[config.mk]
export PLATFORM = sky130hd
export DESIGN_NAME = freq_gate_sequencer
export DESIGN_NICKNAME = d
export VERILOG_FILES = /design/src/rtl/freq_meter_pkg.sv /design/src/rtl/gate_timer.sv /design/src/rtl/freq_gate_sequencer.sv
export SDC_FILE = /design/constraint.sdc
export NUM_CORES = 1
export LEC_CHECK = 0
export CORE_MARGIN = 2
export CORE_UTILIZATION = 58
export CTS_CLUSTER_DIAMETER = 30
export DETAILED_ROUTE_END_ITERATION = 10
export GPL_ROUTABILITY_DRIVEN = 0
export GPL_TIMING_DRIVEN = 1
export MAX_ROUTING_LAYER = met4
export PLACE_DENSITY = 0.79
export SYNTH_ARGS = -nofsm -noshare
export SYNTH_HDL_FRONTEND = slang
export SYNTH_SLANG_ARGS = --single-unit
[constraint.sdc]
create_clock -name clk_ctrl -period 2.65 [get_ports clk_ctrl]
set_clock_uncertainty 0.05 [all_clocks]
set_input_delay 0.53 -clock clk_ctrl [delete_from_list [all_inputs] [get_ports clk_ctrl]]
set_output_delay 0.53 -clock clk_ctrl [all_outputs]
set_load 0.01 [all_outputs]
[src/rtl/freq_meter_pkg.sv]
// Shared types and constants for the frequency-meter datapath.
package freq_meter_pkg;

    // Width of the gate-range selector (four ranges).
    localparam int RANGE_W = 2;

    // Default gate lengths in control-clock cycles; also used by display scaling.
    localparam int unsigned GATE_TICKS_DEF_0 = 32'd50_000;
    localparam int unsigned GATE_TICKS_DEF_1 = 32'd500_000;
    localparam int unsigned GATE_TICKS_DEF_2 = 32'd5_000_000;
    localparam int unsigned GATE_TICKS_DEF_3 = 32'd50_000_000;

    // Measurement sequencer states.
    typedef enum logic [2:0] {
        ST_IDLE   = 3'd0,
        ST_CLEAR  = 3'd1,
        ST_GATE   = 3'd2,
        ST_SETTLE = 3'd3,
        ST_LATCH  = 3'd4
    } fgs_state_e;

endpackage

[src/rtl/gate_timer.sv]
// Loadable down-counter shared by the gate and settle phases; done while at zero.
module gate_timer #(
    parameter int unsigned TICK_W = 32'd27
) (
    input  logic              clk_ctrl,
    input  logic              reset_n,
    input  logic              load,
    input  logic [TICK_W-1:0] load_val,
    output logic              done
);

    logic [TICK_W-1:0] cnt_q;
    logic [TICK_W-1:0] cnt_d;

    // Next count: a load wins, otherwise count down and rest at zero.
    always_comb begin
        cnt_d = cnt_q;
        if (load) begin
            cnt_d = load_val;
        end else if (cnt_q != {TICK_W{1'b0}}) begin
            cnt_d = cnt_q - TICK_W'(1'b1);
        end else begin
            cnt_d = cnt_q;
        end
    end

    // Count register.
    always_ff @(posedge clk_ctrl or negedge reset_n) begin
        if (!reset_n) begin
            cnt_q <= {TICK_W{1'b0}};
        end else begin
            cnt_q <= cnt_d;
        end
    end

    assign done = (cnt_q == {TICK_W{1'b0}});

endmodule

[src/rtl/freq_gate_sequencer.sv]
// Restartable gate/settle/latch sequencer with optional auto-ranging.
module freq_gate_sequencer
    import freq_meter_pkg::*;
#(
    parameter int unsigned GATE_TICKS_0 = GATE_TICKS_DEF_0,
    parameter int unsigned GATE_TICKS_1 = GATE_TICKS_DEF_1,
    parameter int unsigned GATE_TICKS_2 = GATE_TICKS_DEF_2,
    parameter int unsigned GATE_TICKS_3 = GATE_TICKS_DEF_3,
    parameter int unsigned SETTLE_CYC   = 32'd2,
    parameter int unsigned TICK_W       = 32'd27
) (
    input  logic               clk_ctrl,
    input  logic               reset_n,
    input  logic               run,
    input  logic               auto_en,
    input  logic [RANGE_W-1:0] range_sel,
    input  logic               ovf,
    input  logic               count_low,
    output logic               enable,
    output logic               cnt_clr_n,
    output logic               lock,
    output logic               meas_valid,
    output logic               over_range,
    output logic [RANGE_W-1:0] range_out
);

    localparam logic [RANGE_W-1:0] RANGE_MIN = {RANGE_W{1'b0}};
    localparam logic [RANGE_W-1:0] RANGE_MAX = {RANGE_W{1'b1}};
    localparam logic [TICK_W-1:0]  SETTLE_LAST = TICK_W'(SETTLE_CYC - 32'd1);

    // Timer reload value for a gate on the given range (length minus one).
    function automatic logic [TICK_W-1:0] gate_last_f(input logic [RANGE_W-1:0] rng);
        case (rng)
            2'd0:    gate_last_f = TICK_W'(GATE_TICKS_0 - 32'd1);
            2'd1:    gate_last_f = TICK_W'(GATE_TICKS_1 - 32'd1);
            2'd2:    gate_last_f = TICK_W'(GATE_TICKS_2 - 32'd1);
            default: gate_last_f = TICK_W'(GATE_TICKS_3 - 32'd1);
        endcase
    endfunction

    fgs_state_e         state_q, state_d;
    logic               ovf_seen_q, ovf_seen_d;
    logic [RANGE_W-1:0] range_q, range_d;
    logic [RANGE_W-1:0] auto_rng_q, auto_rng_d;
    logic               enable_q, enable_d;
    logic               cnt_clr_n_q, cnt_clr_n_d;
    logic               lock_q, lock_d;
    logic               meas_valid_q, meas_valid_d;
    logic               over_range_q, over_range_d;
    logic [RANGE_W-1:0] sel_rng_s;
    logic               retry_s;
    logic               tmr_load_s;
    logic [TICK_W-1:0]  tmr_val_s;
    logic               tmr_done_s;

    gate_timer #(
        .TICK_W (TICK_W)
    ) u_gate_timer (
        .clk_ctrl (clk_ctrl),
        .reset_n  (reset_n),
        .load     (tmr_load_s),
        .load_val (tmr_val_s),
        .done     (tmr_done_s)
    );

    // Next state, range bookkeeping and registered-output targets.
    // Outputs are derived from the next state so each one is high exactly
    // while the FSM sits in the matching state. The retry decision is made
    // on entry to LATCH, so in LATCH a low lock_q means "retry".
    always_comb begin
        state_d      = state_q;
        ovf_seen_d   = ovf_seen_q;
        range_d      = range_q;
        auto_rng_d   = auto_rng_q;
        over_range_d = over_range_q;
        lock_d       = 1'b0;
        retry_s      = 1'b0;
        tmr_load_s   = 1'b0;
        tmr_val_s    = {TICK_W{1'b0}};
        sel_rng_s    = auto_en ? auto_rng_q : range_sel;

        case (state_q)
            ST_IDLE: begin
                if (run) begin
                    state_d = ST_CLEAR;
                end else begin
                    state_d = ST_IDLE;
                end
            end
            ST_CLEAR: begin
                range_d    = sel_rng_s;
                ovf_seen_d = 1'b0;
                tmr_load_s = 1'b1;
                tmr_val_s  = gate_last_f(sel_rng_s);
                state_d    = ST_GATE;
            end
            ST_GATE: begin
                ovf_seen_d = ovf_seen_q | ovf;
                if (tmr_done_s) begin
                    tmr_load_s = 1'b1;
                    tmr_val_s  = SETTLE_LAST;
                    state_d    = ST_SETTLE;
                end else begin
                    state_d = ST_GATE;
                end
            end
            ST_SETTLE: begin
                ovf_seen_d = ovf_seen_q | ovf;
                if (tmr_done_s) begin
                    retry_s = auto_en & ovf_seen_d & (range_q != RANGE_MIN);
                    lock_d  = ~retry_s;
                    if (retry_s) begin
                        over_range_d = over_range_q;
                    end else begin
                        over_range_d = ovf_seen_d;
                    end
                    state_d = ST_LATCH;
                end else begin
                    state_d = ST_SETTLE;
                end
            end
            ST_LATCH: begin
                if (auto_en) begin
                    if (!lock_q && (range_q != RANGE_MIN)) begin
                        range_d = range_q - RANGE_W'(1'b1);
                    end else if (!ovf_seen_q && count_low && (range_q != RANGE_MAX)) begin
                        range_d = range_q + RANGE_W'(1'b1);
                    end else begin
                        range_d = range_q;
                    end
                    auto_rng_d = range_d;
                end else begin
                    range_d    = range_q;
                    auto_rng_d = auto_rng_q;
                end
                if (run) begin
                    state_d = ST_CLEAR;
                end else begin
                    state_d = ST_IDLE;
                end
            end
            default: begin
                state_d = ST_IDLE;
            end
        endcase

        enable_d     = (state_d == ST_GATE);
        cnt_clr_n_d  = (state_d != ST_CLEAR);
        meas_valid_d = lock_d;
    end

    // State, range and output registers.
    always_ff @(posedge clk_ctrl or negedge reset_n) begin
        if (!reset_n) begin
            state_q      <= ST_IDLE;
            ovf_seen_q   <= 1'b0;
            range_q      <= RANGE_MIN;
            auto_rng_q   <= RANGE_MIN;
            enable_q     <= 1'b0;
            cnt_clr_n_q  <= 1'b0;
            lock_q       <= 1'b0;
            meas_valid_q <= 1'b0;
            over_range_q <= 1'b0;
        end else begin
            state_q      <= state_d;
            ovf_seen_q   <= ovf_seen_d;
            range_q      <= range_d;
            auto_rng_q   <= auto_rng_d;
            enable_q     <= enable_d;
            cnt_clr_n_q  <= cnt_clr_n_d;
            lock_q       <= lock_d;
            meas_valid_q <= meas_valid_d;
            over_range_q <= over_range_d;
        end
    end

    assign enable     = enable_q;
    assign cnt_clr_n  = cnt_clr_n_q;
    assign lock       = lock_q;
    assign meas_valid = meas_valid_q;
    assign over_range = over_range_q;
    assign range_out  = range_q;

endmodule

==> impl_metrics.tcl, run 1 <==
# place-and-route summary
set metrics [dict create \
    outcome "finished, final reports clean" \
    p_seq_share_pct 60.7 \
    layout.clock.cell_area_share_pct 2.33 \
    timing.final.crit_period_ns 2.55 \
    dominant_cell_by_count_in_the_synthesized_netlist "sky130_fd_sc_hd__dfrtp_1" \
    hpwl_mm 3.37 \
    cp_num_buf_inv 1 \
    drv_slew 0 \
    groute.usage.overall_pct 25.2 \
    routedWlPerCell_um 16.2 \
    clock-root-buffer "sky130_fd_sc_hd__clkbuf_4" \
    layout-drive-gt1-share_pct 13.3 \
    top_register "u_gate_timer.cnt_q" \
    globalRoute.busiestLayer "met2" \
    number_of_enable_type_register_cells_in_the_synthesized_netlist 0 \
    layout.filler_cells 285 \
    cpPeakStageDelay_ns 0.50 \
    area.growth.synth_to_final_pct 13.9 \
    grt_max_degree 40 \
    postSynth.asyncResetShare_pct 100 \
    grt_antenna_before_repair 0 \
    finalSetupViolations 0 \
    core_area_mm2 0.00342 \
    die_width_um 64.5 \
    power-per-cell-area_mw_per_mm2 457 \
    highest_metal_layer_with_signal_wires "met4" \
    warnings 32 \
    multi_input_gates 163 \
    dr.pass1.iters 4 \
    netlist_instances 218 \
    yosys-stat-cells 218 \
]
## run 1: cell usage in the layout, fill, tap and decap left out, drive strengths merged, types with 5 or more instances in the layout
cell type	Yosys	layout
ha	9	9
o22ai	5	5
dfrtp	39	39
clkdlybuf4s50	0	13
xnor2	10	10
nand3	7	7
nor2	16	16
a21oi	11	11
or3	7	7
or4	6	6
xor2	7	7
buf	5	11
o21ai	15	15
nor3	10	10
clkbuf	3	6
nand2	16	16
inv	8	8
nor4	5	5
## run 1: what timing repair did
| action | in CTS | in global routing |
|---|---|---|
| hold buffers | 0 | 0 |
| setup endpoints to repair | 0 | 1 |
| gates resized | 0 | 3 |
Run 1, met1 routing:
(6 px per µm) Supply wires on this layer in gray.
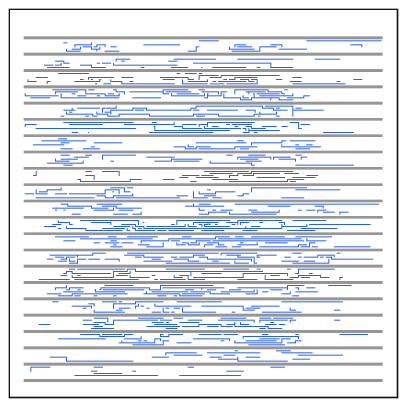
nets with wire on the layer: 236
main direction: horizontal
wire length on this layer: 2,180 µm
share of all routed wire: 47%
detailed-route wire length: 4.65 mm
grt met1 use: 34.1%
routed vias: 1,714

Run 1, signal wires on met2:
(4 px per µm)
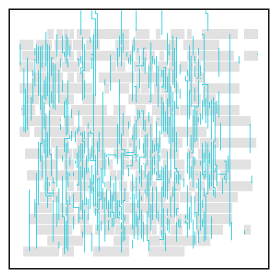
nets with wire on the layer: 217
share of all routed wire: 47%
wire length on this layer: 2,190 µm
longest straight run: 47.9 µm
main direction: vertical

Run 1, M3 wires:
(6 px per µm)
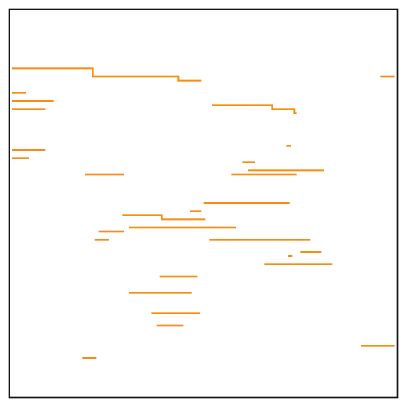
share of all routed wire: 4.8%
nets with wire on the layer: 22
wire length on this layer: 224 µm
longest straight run: 17.5 µm
met3 layer usage reported by global route: 4.86%

Run 1, placed standard cells:
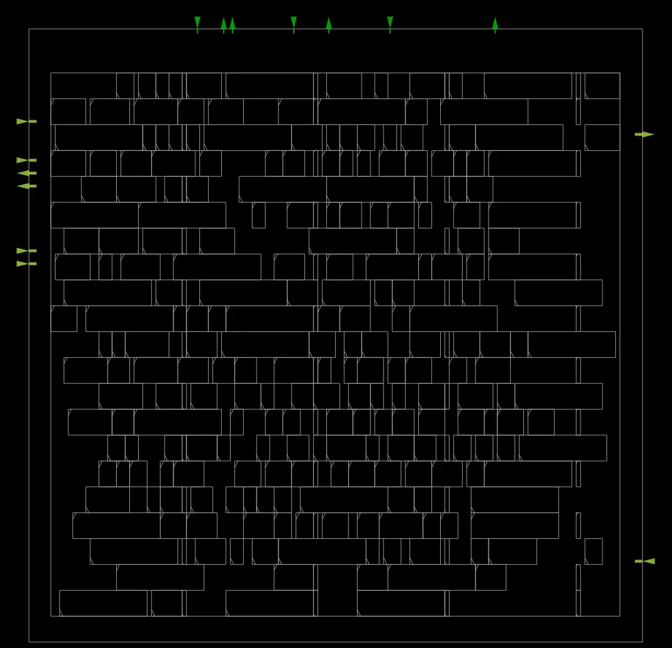
sequential cell area share: 40.4%
FF+latch count: 39

Run 1, pin map:
(6 px per µm) Pins as bars across the die edge, other pins in gray.
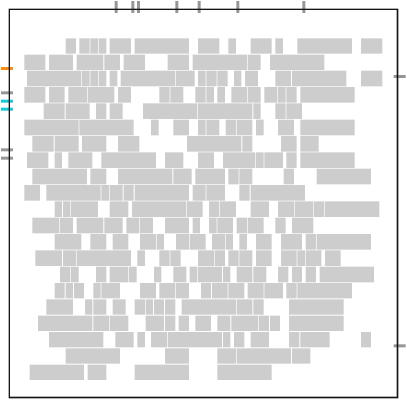

==> run 2, diff against run 1 <==
- CORE_MARGIN: 2 -> not set
- CORE_UTILIZATION: 58 -> 62
- PLACE_DENSITY: 0.79 -> 0.83
- clock period: 2.65 -> 3.1 ns (I/O delays scaled with it)
Run 2, pin map:
(6 px per µm) Pins as bars across the die edge, other pins in gray.
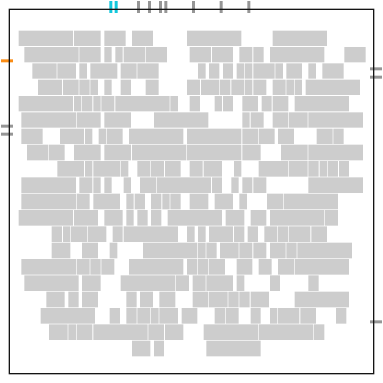
legend:
  `range_out`:
    color: cyan
    pins: 2
    direction: output
    edge: top
  `clk_ctrl`:
    color: orange
    pins: 1
    direction: input
    edge: left
all pins by edge: 9 top, 3 left, 3 right
tally of buffers added on design ports: 14
Die Ht: 60.5 µm
x dimension of the die: 60.5 µm

Run 2, met1 routing:
(6 px per µm) Supply wires on this layer in gray.
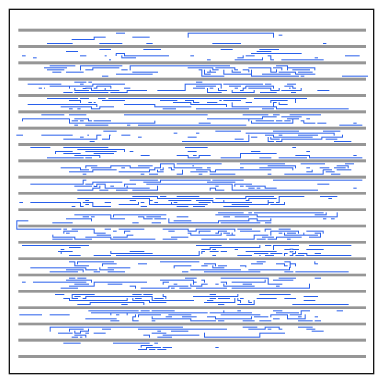
main direction: horizontal
nets with wire on the layer: 228

Run 2, placed standard cells:
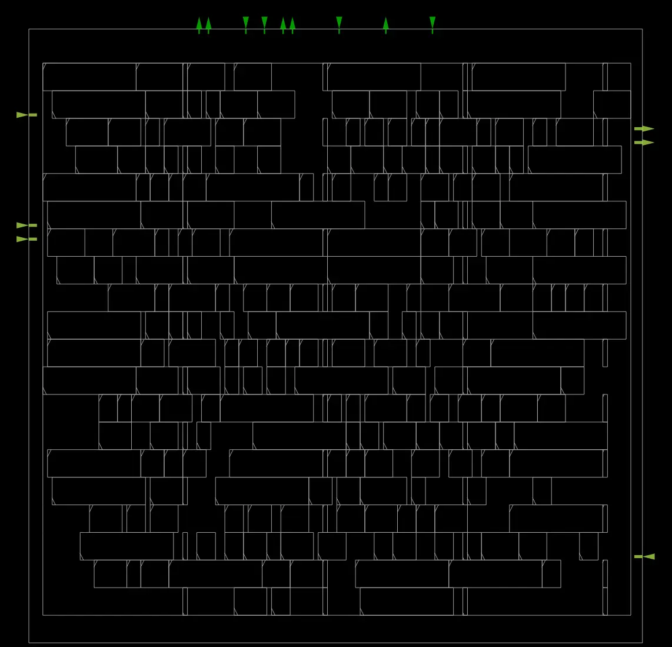
core outline area: 0.00315 mm²
tapcell count: 44
share of the core filled with cells in the final layout: 74.0%

==> run 2 against run 1 <==
  * Largest power group unchanged
  * Clock power shrank 25%
  * Worst hold slack gained 0.086 ns
  * Worst setup slack gained 0.28 ns
  * Design area shrank 3.4%
  * Critical path depth is the same
  * Count of clock-buffer cells in the layout is the same
  * Area after synthesis is the same
  * Non-clock buffer count shrank 7
  * Combinational power shrank about 20%
  * Utilization grew 3.3 points
  * Sequential power shrank 14%
  * Cell count shrank 3.5%
==> impl_metrics.tcl, run 2 <==
# place-and-route summary
set metrics [dict create \
    globalRoute.busiestLayer "met2" \
    met3_usage_pct 7.46 \
    final_cell_mix "sky130_fd_sc_hd__dfrtp_1 (39), sky130_fd_sc_hd__nor2_1 (16), sky130_fd_sc_hd__nand2_1 (16)" \
    postSynth.asyncResetShare_pct 100 \
    seqAreaFraction_pct 41.8 \
    grt_max_degree 40 \
    number_of_enable_type_register_cells_in_the_synthesized_netlist 0 \
    drv_slew 0 \
    timing.final.crit_period_ns 2.72 \
    postCtsResizedCells 0 \
    layout.filler_cells 231 \
    routedWlPerCell_um 16.8 \
    outcome "finished, final reports clean" \
    dr.pass1.iters 4 \
    grtUsageMet1_pct 38.6 \
    top_register "u_gate_timer.cnt_q" \
    yosys-stat-cells 218 \
    clock-root-buffer "sky130_fd_sc_hd__clkbuf_4" \
    groute.usage.overall_pct 29.5 \
    routed_vias 1740 \
    dominant_cell_by_count_in_the_synthesized_netlist "sky130_fd_sc_hd__dfrtp_1" \
    most_common_library_cell_in_the_layout_ignoring_fill_and_taps "sky130_fd_sc_hd__dfrtp_1" \
    numSequentialCells 39 \
    hpwl_mm 3.41 \
    routed_wl_mm 4.65 \
    highest_metal_layer_with_signal_wires "met4" \
    multi_input_gates 163 \
    area.growth.synth_to_final_pct 10.0 \
    layout.clock.cell_area_share_pct 1.77 \
    netlist_instances 218 \
    power-per-cell-area_mw_per_mm2 392 \
]
[run 2: cell counts after synthesis]
Identical to the previous run, type by type.
[run 2: worst max-delay path: cells and delay by family, from the launching register on]
kind,cells,cell delay (ns)
fa+ha+maj,1,0.20
buf+inv,1,0.09
compound gates,1,0.19
simple gates,4,1.64
flops,1,0.42
[run 2: cells by family after synthesis]
kind of cell / synth area share (%)
adder cells (fa/ha/maj): 5.31
multiplexers: 1.59
XOR/XNOR: 7.02
AND/OR/NAND/NOR: 22.7
flip-flops: 46.0
AND-OR/OR-AND: 14.0
buffers and inverters: 3.36
No activity file was given, so power comes from the tool's default toggle rates.
